File: config.mk
export PLATFORM = sky130hd
export DESIGN_NAME = ama_riscv_hpm
export DESIGN_NICKNAME = d
export VERILOG_FILES = /design/src/rtl/ama_riscv_hpm_pkg.sv /design/src/rtl/ama_riscv_hpm_cnt.sv /design/src/rtl/ama_riscv_hpm.sv
export SDC_FILE = /design/constraint.sdc
export NUM_CORES = 2
export LEC_CHECK = 0
export ABC_CLOCK_PERIOD_IN_PS = 8800
export CAP_MARGIN = 0
export CORE_ASPECT_RATIO = 0.8
export CORE_UTILIZATION = 30
export CTS_CLUSTER_DIAMETER = 80
export DETAILED_ROUTE_END_ITERATION = 7
export DONT_BUFFER_PORTS = 1
export SLEW_MARGIN = 25
export SYNTH_ARGS = -nofsm -noshare
export SYNTH_HDL_FRONTEND = slang
export SYNTH_HIERARCHICAL = 1
export SYNTH_SLANG_ARGS = --single-unit
export TNS_END_PERCENT = 5
File: constraint.sdc
create_clock -name clk -period 8.8 [get_ports clk]
set_input_delay 1.76 -clock clk [delete_from_list [all_inputs] [get_ports clk]]
set_output_delay 1.76 -clock clk [all_outputs]
set_load 0.03 [all_outputs]
File: src/rtl/ama_riscv_hpm_pkg.sv
// Shared constants and types for the hardware performance monitor: CSR addresses,
// mhpmevent field positions and the event-register view.
package ama_riscv_hpm_pkg;

  localparam logic [11:0] CSR_MCOUNTINHIBIT = 12'h320;
  localparam logic [11:0] CSR_MHPMEVENT3    = 12'h323;
  localparam logic [11:0] CSR_MHPMCOUNTER3  = 12'hB03;
  localparam logic [11:0] CSR_MHPMCOUNTER3H = 12'hB83;

  // Architectural slots per window: counters 3..31
  localparam int HPM_SLOTS = 29;

  localparam int EVT_SEL_LSB = 0;
  localparam int EVT_SEL_W   = 8;
  localparam int EVT_OF_BIT  = 31;

  typedef struct packed {
    logic                 of;
    logic [EVT_SEL_W-1:0] sel;
  } hpm_evt_t;

  function automatic logic [31:0] evt_to_csr(input hpm_evt_t e);
    logic [31:0] r;
    r = '0;
    r[EVT_SEL_LSB +: EVT_SEL_W] = e.sel;
    r[EVT_OF_BIT]               = e.of;
    return r;
  endfunction

  function automatic hpm_evt_t csr_to_evt(input logic [31:0] d);
    hpm_evt_t e;
    e.sel = d[EVT_SEL_LSB +: EVT_SEL_W];
    e.of  = d[EVT_OF_BIT];
    return e;
  endfunction

endpackage

File: src/rtl/ama_riscv_hpm_cnt.sv
// One programmable counter with its mhpmevent register (SEL, optional OF).
// OF storage exists only when AMA_RISCV_HPM_OVF_IRQ_EN is defined.
module ama_riscv_hpm_cnt
  import ama_riscv_hpm_pkg::*;
#(
  parameter int CNT_WIDTH = 64,
  parameter int NUM_EVT   = 8
) (
  input  logic                 clk,
  input  logic                 rst,
  input  logic [NUM_EVT-1:0]   i_evt,
  input  logic                 i_inhibit,
  input  logic                 i_we_evt,
  input  logic                 i_we_lo,
  input  logic                 i_we_hi,
  input  logic [31:0]          i_wdata,
  output logic [CNT_WIDTH-1:0] o_cnt,
  output logic [31:0]          o_evt_rdata,
  output logic                 o_of
);

  logic [CNT_WIDTH-1:0] r_cnt;
  logic [CNT_WIDTH-1:0] w_cnt_lo_wr;
  logic [CNT_WIDTH-1:0] w_cnt_hi_wr;
  logic [EVT_SEL_W-1:0] r_sel;
  logic                 w_evt_sel;
  logic                 w_hi_wr;
  logic                 w_wr;
  logic                 w_inc;
  logic                 w_wrap;
  hpm_evt_t             w_wr_evt;

  assign w_wr_evt = csr_to_evt(i_wdata);

  // SEL values of 0 or above NUM_EVT match no input and never count
  always_comb begin
    w_evt_sel = 1'b0;
    for (int i = 0; i < NUM_EVT; i++) begin
      if (r_sel == EVT_SEL_W'(i + 1)) w_evt_sel = i_evt[i];
    end
  end

  if (CNT_WIDTH > 32) begin : g_hi
    assign w_hi_wr     = i_we_hi;
    assign w_cnt_lo_wr = {r_cnt[CNT_WIDTH-1:32], i_wdata};
    assign w_cnt_hi_wr = {i_wdata[CNT_WIDTH-33:0], r_cnt[31:0]};
  end else begin : g_no_hi
    logic w_unused_hi;
    assign w_unused_hi = i_we_hi;
    assign w_hi_wr     = 1'b0;
    assign w_cnt_lo_wr = i_wdata;
    assign w_cnt_hi_wr = r_cnt;
  end

  // A software write to either half swallows a coincident increment
  assign w_wr   = i_we_lo | w_hi_wr;
  assign w_inc  = w_evt_sel & ~i_inhibit & ~w_wr;
  assign w_wrap = w_inc & (&r_cnt);

  always_ff @(posedge clk) begin
    if (rst) begin
      r_cnt <= '0;
    end else if (i_we_lo) begin
      r_cnt <= w_cnt_lo_wr;
    end else if (w_hi_wr) begin
      r_cnt <= w_cnt_hi_wr;
    end else if (w_inc) begin
      r_cnt <= r_cnt + CNT_WIDTH'(1);
    end
  end

  always_ff @(posedge clk) begin
    if (rst) begin
      r_sel <= '0;
    end else if (i_we_evt) begin
      r_sel <= w_wr_evt.sel;
    end
  end

`ifdef AMA_RISCV_HPM_OVF_IRQ_EN
  logic r_of;

  // Hardware set on wrap beats a software clear in the same cycle
  always_ff @(posedge clk) begin
    if (rst) begin
      r_of <= 1'b0;
    end else if (w_wrap) begin
      r_of <= 1'b1;
    end else if (i_we_evt) begin
      r_of <= w_wr_evt.of;
    end
  end

  assign o_of = r_of;
`else
  logic w_unused_of;
  assign w_unused_of = w_wrap ^ w_wr_evt.of;
  assign o_of        = 1'b0;
`endif

  assign o_cnt       = r_cnt;
  assign o_evt_rdata = evt_to_csr(hpm_evt_t'{of: o_of, sel: r_sel});

endmodule

File: src/rtl/ama_riscv_hpm.sv
// Hardware performance monitor: CSR decode, mcountinhibit, read mux and overflow IRQ.
// Overflow flags and ovf_irq are present only with AMA_RISCV_HPM_OVF_IRQ_EN defined.
module ama_riscv_hpm
  import ama_riscv_hpm_pkg::*;
#(
  parameter int NUM_CNT   = 6,
  parameter int CNT_WIDTH = 64,
  parameter int NUM_EVT   = 8
) (
  input  logic               clk,
  input  logic               rst,
  input  logic [11:0]        csr_addr,
  input  logic               csr_re,
  input  logic               csr_we,
  input  logic [31:0]        csr_wdata,
  output logic [31:0]        csr_rdata,
  output logic               csr_hit,
  input  logic [NUM_EVT-1:0] evt,
  output logic               ovf_irq
);

  localparam logic [11:0] CNT_WIN_SPAN = CSR_MHPMCOUNTER3H + 12'(HPM_SLOTS - 1) - CSR_MHPMCOUNTER3;

  logic [11:0]          w_evt_off;
  logic [11:0]          w_lo_off;
  logic [11:0]          w_hi_off;
  logic [11:0]          w_win_off;
  logic                 w_is_inh;
  logic                 w_in_evt;
  logic                 w_in_lo;
  logic                 w_in_hi;
  logic                 w_in_cnt_win;
  logic [NUM_CNT-1:0]   r_inhibit;
  logic [CNT_WIDTH-1:0] w_cnt      [NUM_CNT];
  logic [31:0]          w_evt_rd   [NUM_CNT];
  logic [31:0]          w_cnt_hi   [NUM_CNT];
  logic [31:0]          w_rd_term  [NUM_CNT];
  logic [NUM_CNT-1:0]   w_of;
  logic [31:0]          w_rdata;

  // Offsets below a window base wrap to large values, so one compare bounds each window
  assign w_evt_off    = csr_addr - CSR_MHPMEVENT3;
  assign w_lo_off     = csr_addr - CSR_MHPMCOUNTER3;
  assign w_hi_off     = csr_addr - CSR_MHPMCOUNTER3H;
  assign w_win_off    = csr_addr - CSR_MHPMCOUNTER3;
  assign w_is_inh     = (csr_addr == CSR_MCOUNTINHIBIT);
  assign w_in_evt     = (w_evt_off < 12'(HPM_SLOTS));
  assign w_in_lo      = (w_lo_off < 12'(HPM_SLOTS));
  assign w_in_hi      = (w_hi_off < 12'(HPM_SLOTS));
  assign w_in_cnt_win = (w_win_off <= CNT_WIN_SPAN);
  assign csr_hit      = w_is_inh | w_in_evt | w_in_cnt_win;

  always_ff @(posedge clk) begin
    if (rst) begin
      r_inhibit <= '0;
    end else if (csr_we && w_is_inh) begin
      r_inhibit <= csr_wdata[3 +: NUM_CNT];
    end
  end

  for (genvar k = 0; k < NUM_CNT; k++) begin : g_cnt
    logic w_sel_evt;
    logic w_sel_lo;
    logic w_sel_hi;

    assign w_sel_evt = w_in_evt && (w_evt_off == 12'(k));
    assign w_sel_lo  = w_in_lo && (w_lo_off == 12'(k));
    assign w_sel_hi  = w_in_hi && (w_hi_off == 12'(k));

    ama_riscv_hpm_cnt #(
      .CNT_WIDTH (CNT_WIDTH),
      .NUM_EVT   (NUM_EVT)
    ) u_cnt (
      .clk         (clk),
      .rst         (rst),
      .i_evt       (evt),
      .i_inhibit   (r_inhibit[k]),
      .i_we_evt    (csr_we & w_sel_evt),
      .i_we_lo     (csr_we & w_sel_lo),
      .i_we_hi     (csr_we & w_sel_hi),
      .i_wdata     (csr_wdata),
      .o_cnt       (w_cnt[k]),
      .o_evt_rdata (w_evt_rd[k]),
      .o_of        (w_of[k])
    );

    if (CNT_WIDTH > 32) begin : g_h
      assign w_cnt_hi[k] = 32'(w_cnt[k][CNT_WIDTH-1:32]);
    end else begin : g_nh
      assign w_cnt_hi[k] = '0;
    end

    assign w_rd_term[k] = ({32{w_sel_evt}} & w_evt_rd[k])
                        | ({32{w_sel_lo}}  & w_cnt[k][31:0])
                        | ({32{w_sel_hi}}  & w_cnt_hi[k]);
  end

  always_comb begin
    w_rdata = {32{w_is_inh}} & 32'({r_inhibit, 3'b000});
    for (int k = 0; k < NUM_CNT; k++) begin
      w_rdata = w_rdata | w_rd_term[k];
    end
  end

  assign csr_rdata = csr_re ? w_rdata : 32'h0;
  assign ovf_irq   = |w_of;

endmodule

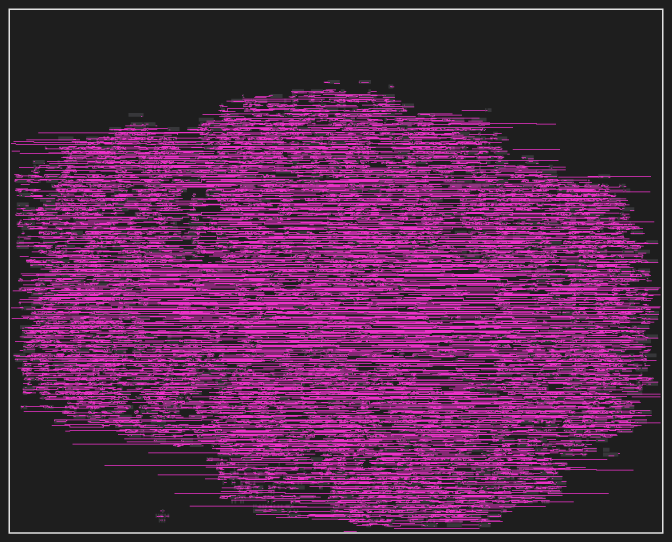
**Above:** met1 routing.
Cells faint in the background.
The layer carries 82.2 mm of wire. The layer holds 42% of the routed length. The longest straight run is 124 um. The wires run mostly horizontal. 3988 nets have wire on it.
met1 Resource Use GR: 48.0%
Detailed Route WL: 197000 um
routed via count: 38.3k

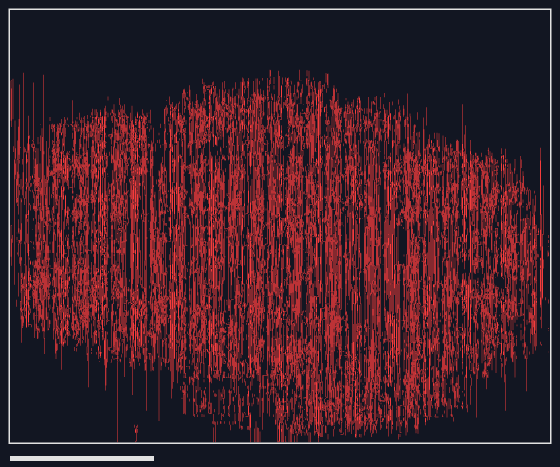
**Above:** M2 wires.
Bar = 100 um.
3292 nets have wire on it. The wires run mostly vertical. The layer holds 37% of the routed length. The longest straight run is 125 um. The layer carries 72.5 mm of wire.

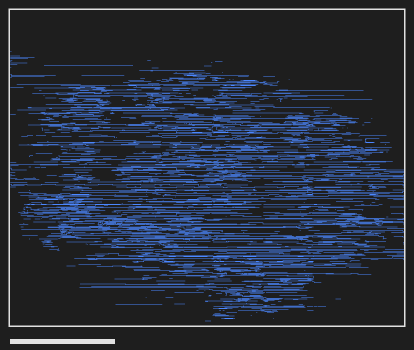
**Above:** met3 routing.
Bar = 100 um.
The layer holds 17% of the routed length. The wires run mostly horizontal.
Global Route met3 Usage: 13.7%

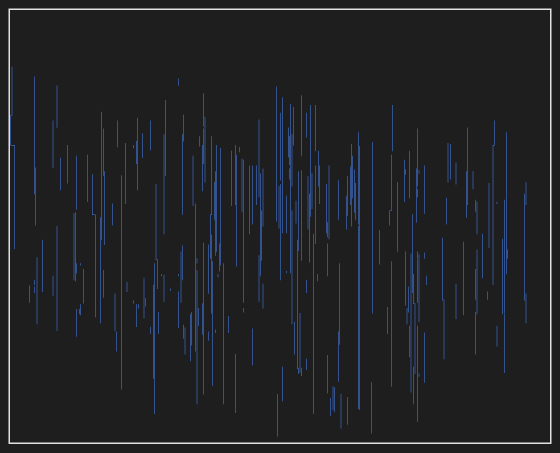
**Above:** met4 routing.
The wires run mostly vertical. The layer holds 4.5% of the routed length. The layer carries 8780 um of wire. 162 nets have wire on it.

==> impl_metrics.json <==
{
  "finish.utilization_pct": 32.6,
  "n_multi_input_combinational_cell": 3510,
  "grt_pass1_wl_um": 269000,
  "fa_ha_area_share_pct": 0.224,
  "chipHeight_um": 301,
  "fp_util_pct": 30.3,
  "n_tap_cell": 1498,
  "first_global_vias": 32500,
  "floorplan.io_pins": 90,
  "ys.flop_type": "sky130_fd_sc_hd__dfxtp_1",
  "route.antenna.remaining_nets": 0,
  "failed_checks": "design-rule violations",
  "post_dp_cell_area_mm2": 0.0342,
  "largest_register_ff_count": 384,
  "drt_drc_violations_left": 14,
  "total_power_mw": 4.53,
  "worst_slew_margin_rel_pct": 14.0,
  "comb_power_share_pct": 4.2,
  "dominant_power_group": "clock",
  "cts-root-buf": "sky130_fd_sc_hd__clkbuf_16",
  "largestClassByArea": "multi-input combinational cells",
  "finalClockSkew_ns": 0.0277,
  "worst_setup_timing_slack_at_the_placement_stage_ns": 1.91,
  "cts_tree": "done",
  "gr-max-usage-layer": "met1",
  "worst_setup_path_start_kind": "input port",
  "simple_gate_share_pct": 30.4,
  "nets": 4211,
  "crit_path_top_delay_cell": "sky130_fd_sc_hd__a222oi_1",
  "min_period_ns": 6.90,
  "ff_latch_area_mm2": 0.00877,
  "final_common_cell": "sky130_fd_sc_hd__dfxtp_1",
  "clock_slew_at_the_register_clock_pins_of_the_worst_setup_and_hold_paths_ns": 0.07,
  "port_buffers": 0,
  "global_route.overflow_total": 0,
  "leakage_nw": 10.9,
  "design.die.area_mm2": 0.113,
  "final-instance-count-excl-fill": 5705,
  "grt_start_max_net_pins": 319,
  "ctsHtreeMaxLevel": 2,
  "worst_slew_pin_slew_ns": 1.29,
  "cpPeakStageDelay_ns": 1.06,
  "rsz0062_at_grt": "false",
  "critPathLaunch": "csr_addr[0]",
  "endpoint": "csr_rdata[26]",
  "route.detailed.wl_per_inst_um": 34.5,
  "finalWeightedCongestion": 1.09,
  "ys_area_mm2": 0.0336,
  "power-per-cell-area_mw_per_mm2": 126,
  "stage_log_warnings": 29,
  "cp_cell_sequence": "a211oi_1 > xor2_1 > nor3_1 > and2_0 > buf_4 > a222oi_1 > nor2_1",
  "post-cts-setup-buffer-count": 0,
  "dr.pass1.iters": 8,
  "total_cells_reported_by_yosys_after_synthesis": 4326,
  "fin_tns_setup_ns": 0,
  "detail_route.vias_per_cell": 6.71,
  "seq_power_share_pct": 44.2,
  "postLayoutCellArea_mm2": 0.0361,
  "timing.critical_path.arrival_ns": 5.14,
  "power_clock_mw": 2.34,
  "number_of_antenna_violations_at_the_first_check_in_global_routing": 27,
  "finalMaxSlewViolations": 0,
  "post_synth_most_frequent_cells": "438 x sky130_fd_sc_hd__dfxtp_1, 405 x sky130_fd_sc_hd__nor2_1, 376 x sky130_fd_sc_hd__nand2_1, 241 x sky130_fd_sc_hd__o21ai_0, 218 x sky130_fd_sc_hd__clkbuf_1",
  "rr_worst_depth": 7,
  "reg_to_reg_start": "g_cnt[2].u_cnt/o_cnt[0]",
  "cts_resized": 0,
  "combinational_gate_power_uw": 191,
  "max_cap_violations": 0,
  "groute.usage.overall_pct": 33.3,
  "power.clock.fraction_pct": 51.6,
  "hold_viol": 0,
  "synthTopCellsByArea": "sky130_fd_sc_hd__dfxtp_1 26%, sky130_fd_sc_hd__nor2_1 4.5%, sky130_fd_sc_hd__nand2_1 4.2%",
  "edf_count": 0,
  "reg2reg_setup_slack_ns": 4.73,
  "post_synth_instance_area_mm2": 0.0336,
  "synth_largest_type_area_fraction_pct": 26.1,
  "cp.depth": 7,
  "postSynth.asyncResetShare_pct": 0,
  "clock_insertion_delay_worst_skew_ns": 0.65,
  "comb_share_pct": 63.1,
  "area.combinational_mm2": 0.0228,
  "achievable-frequency_mhz": 145,
  "met1_length_um": 82200,
  "synth_cell_types": 85,
  "layout_top_cells_excl_fill_tap": "438 x sky130_fd_sc_hd__dfxtp_1, 390 x sky130_fd_sc_hd__nor2_1, 376 x sky130_fd_sc_hd__nand2_1, 241 x sky130_fd_sc_hd__o21ai_0, 199 x sky130_fd_sc_hd__nand4_1",
  "run_status": "complete, but fails checks",
  "met3WireLength_um": 33000,
  "worstPathBufferInverterCount": 1,
  "seq_cell_count": 438,
  "critical_path.max_fanout": 91,
  "hold_path.startpoint": "g_cnt[0].u_cnt/o_cnt[34]",
  "core_outline_area_mm2": 0.111,
  "yosys_register_bits": 438,
  "area_delta_synth_final_pct": 7.41,
  "placementRows": 109,
  "netSwitchingPower_mw": 1.17,
  "placed_cells": 5590,
  "power.share.switching_pct": 25.8,
  "cp-end-kind": "output port",
  "muxShareOfSynthArea_pct": 5.49,
  "fp.dieW_um": 376,
  "finalCritPeriodShare_pct": 78.4,
  "post-synth-top-count-cell": "sky130_fd_sc_hd__dfxtp_1",
  "layout-drive-gt1-share_pct": 9.67,
  "post_route_worst_hold_slack_ns": 0.496,
  "critical_path_class": "in2out",
  "ir_worst_vdd_mv": 0.127,
  "met2WireLength_um": 72500,
  "post-route-worst-setup-slack_ns": 1.90
}
No activity file was given, so power comes from the tool's default toggle rates.
